Design sd_resp_rx_ctrl, sky130hd; sources not shown.
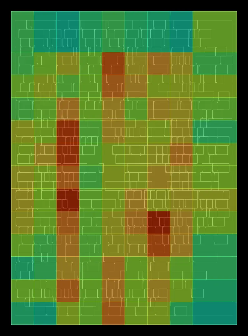
(images/congestion_map.png)
most crowded layer after global routing: met2
WL/cell: 13.06 um
GR Util met2: 36.52%
end-of-flow core utilization: 67.81%
global routing usage on met3: 7.656%

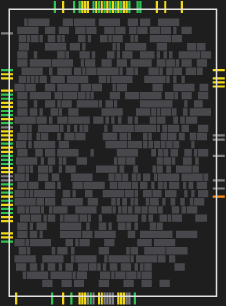
(images/pinout.png)
Drawn at 3 px/um. Pins as bars across the die edge, other pins in grey.
| port | colour | pins | direction | edge |
|---|---|---|---|---|
| `parallel_in` | yellow | 48 | input | 20 left, 14 top, 10 bottom, 4 right |
| `resp_arg` | green | 32 | output | 16 left, 12 top, 4 bottom |
| `sample_en` | orange | 1 | input | right |
all pins by edge: 40 left, 26 top, 22 bottom, 10 right
port buffer count: 95
die height: 95.20 um
Chip Width: 68.58 um

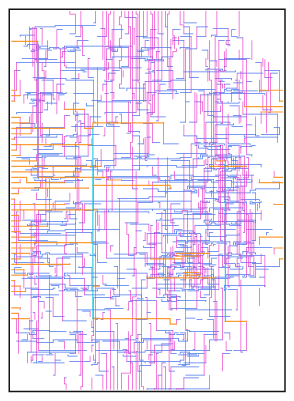
(images/layers.png)
Drawn at 4 px/um.
| layer | colour | wire length |
|---|---|---|
| M1 | blue | 2810 um |
| M4 | cyan | 122 um |
| M2 | magenta | 3320 um |
| M3 | orange | 461 um |
DR vias: 2611
GRT Total Usage: 22.16%
final wirelength: 6713 um

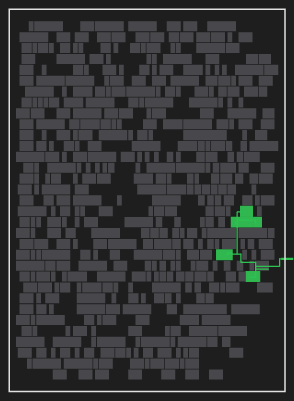
(images/port_trees.png)
Drawn at 4 px/um.
| port | colour | direction | edge | end cells | wire |
|---|---|---|---|---|---|
| `sample_en` | green | input | right | 5 | 44.3 um |
# IOs: 98

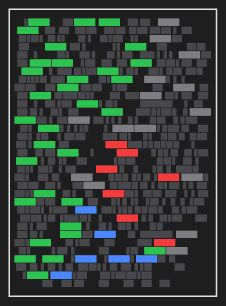
(images/ff_map.png)
Drawn at 3 px/um. Other sequential cells in the stronger grey, the rest of the logic in the fainter grey.
| name in the netlist | colour | sequential cells |
|---|---|---|
| `cnt_q` | red | 7 |
| `resp_index` | blue | 6 |
| `resp_arg` | green | 32 |
not coloured: 15
sequential share of cell area: 30.00%
Reg area: 1201 um^2

==> impl_metrics.toml <==
# physical design summary
[status]
status = "completed"

[detailed_routing]
ant_nets = 0
wl_met2_um = 3316

[timing]
setup_viol = 0
min_period_over_period_pct = 97.25
period_minus_slack_ns = 3.987

[synthesis]
synthArstFlopShare_pct = 0
common_cells = "nand2_1, dfxtp_1, a21boi_0"
ys_chip_area_um2 = 2730
syn_area_per_cell_um2 = 8.199

[global_routing]
grt_max_degree = 12
grt_overflow = 0
antenna_found_initial = 0

[die]
fp_util_pct = 46.24
rows = 33
coreArea_um2 = 5904

[layout]
comb_cells = 242
nNonClkBuffers = 119
flops = 60
mi_logic_area_um2 = 1393
clockBufferCount = 11
syn2layout_area_growth_pct = 46.65
largest_cell_class = "combinational gates"
clock_area_share_pct = 5.875

[critical_path]
critPathBufInv = 2
critPathTopFamily = "buffers and inverters"
path_cells = "clkdlybuf4s50_1 > nand2b_1 > nor2_1 > clkdlybuf4s50_1"
worstSetupEndpointType = "output port"
cpPeakStageDelay_ns = 0.68

[hold_path]
hold_depth = 2

[place]
dpl_cell_area_um2 = 3769
hpwlAfterDp_um = 4956

[cts]
post_cts.repair.setup_buffers = 0
cts_made_buffers = 9
insertion_delay_ns = 0.33

[power]
vdd_drop_max_uv = 266.8
-- per-stage QoR --
stage          hold WS [ns]  power [W]  instances
2_1_floorplan        0.4499  0.0008430        333
3_3_place_gp         0.4483  0.0009626        498
3_5_place_dp         0.4565  0.0009657        498
4_1_cts              0.4660   0.001583        514
5_1_grt              0.4827   0.001642        514
6_report             0.4623   0.001564        514
-- kinds of logic (layout without fill, tap and decap cells) --
kind of cell,Yosys count,in the layout,synth area share (%)
compound gates,81,81,21.59
xor+xnor,9,9,2.887
fa+ha+maj,1,1,0.4582
buf+inv,31,142,4.995
flops,60,60,44.00
mux,9,9,3.300
simple gates,142,142,22.78
-- power breakdown --
| part | internal (W) | switching, W |
|---|---|---|
| clock | 0.000376 | 0.000236 |
| sequential | 0.000605 | 0.0000130 |
| combinational | 0.000165 | 0.000168 |
Power figures rest on the tool's default switching activity, not on a simulated workload.
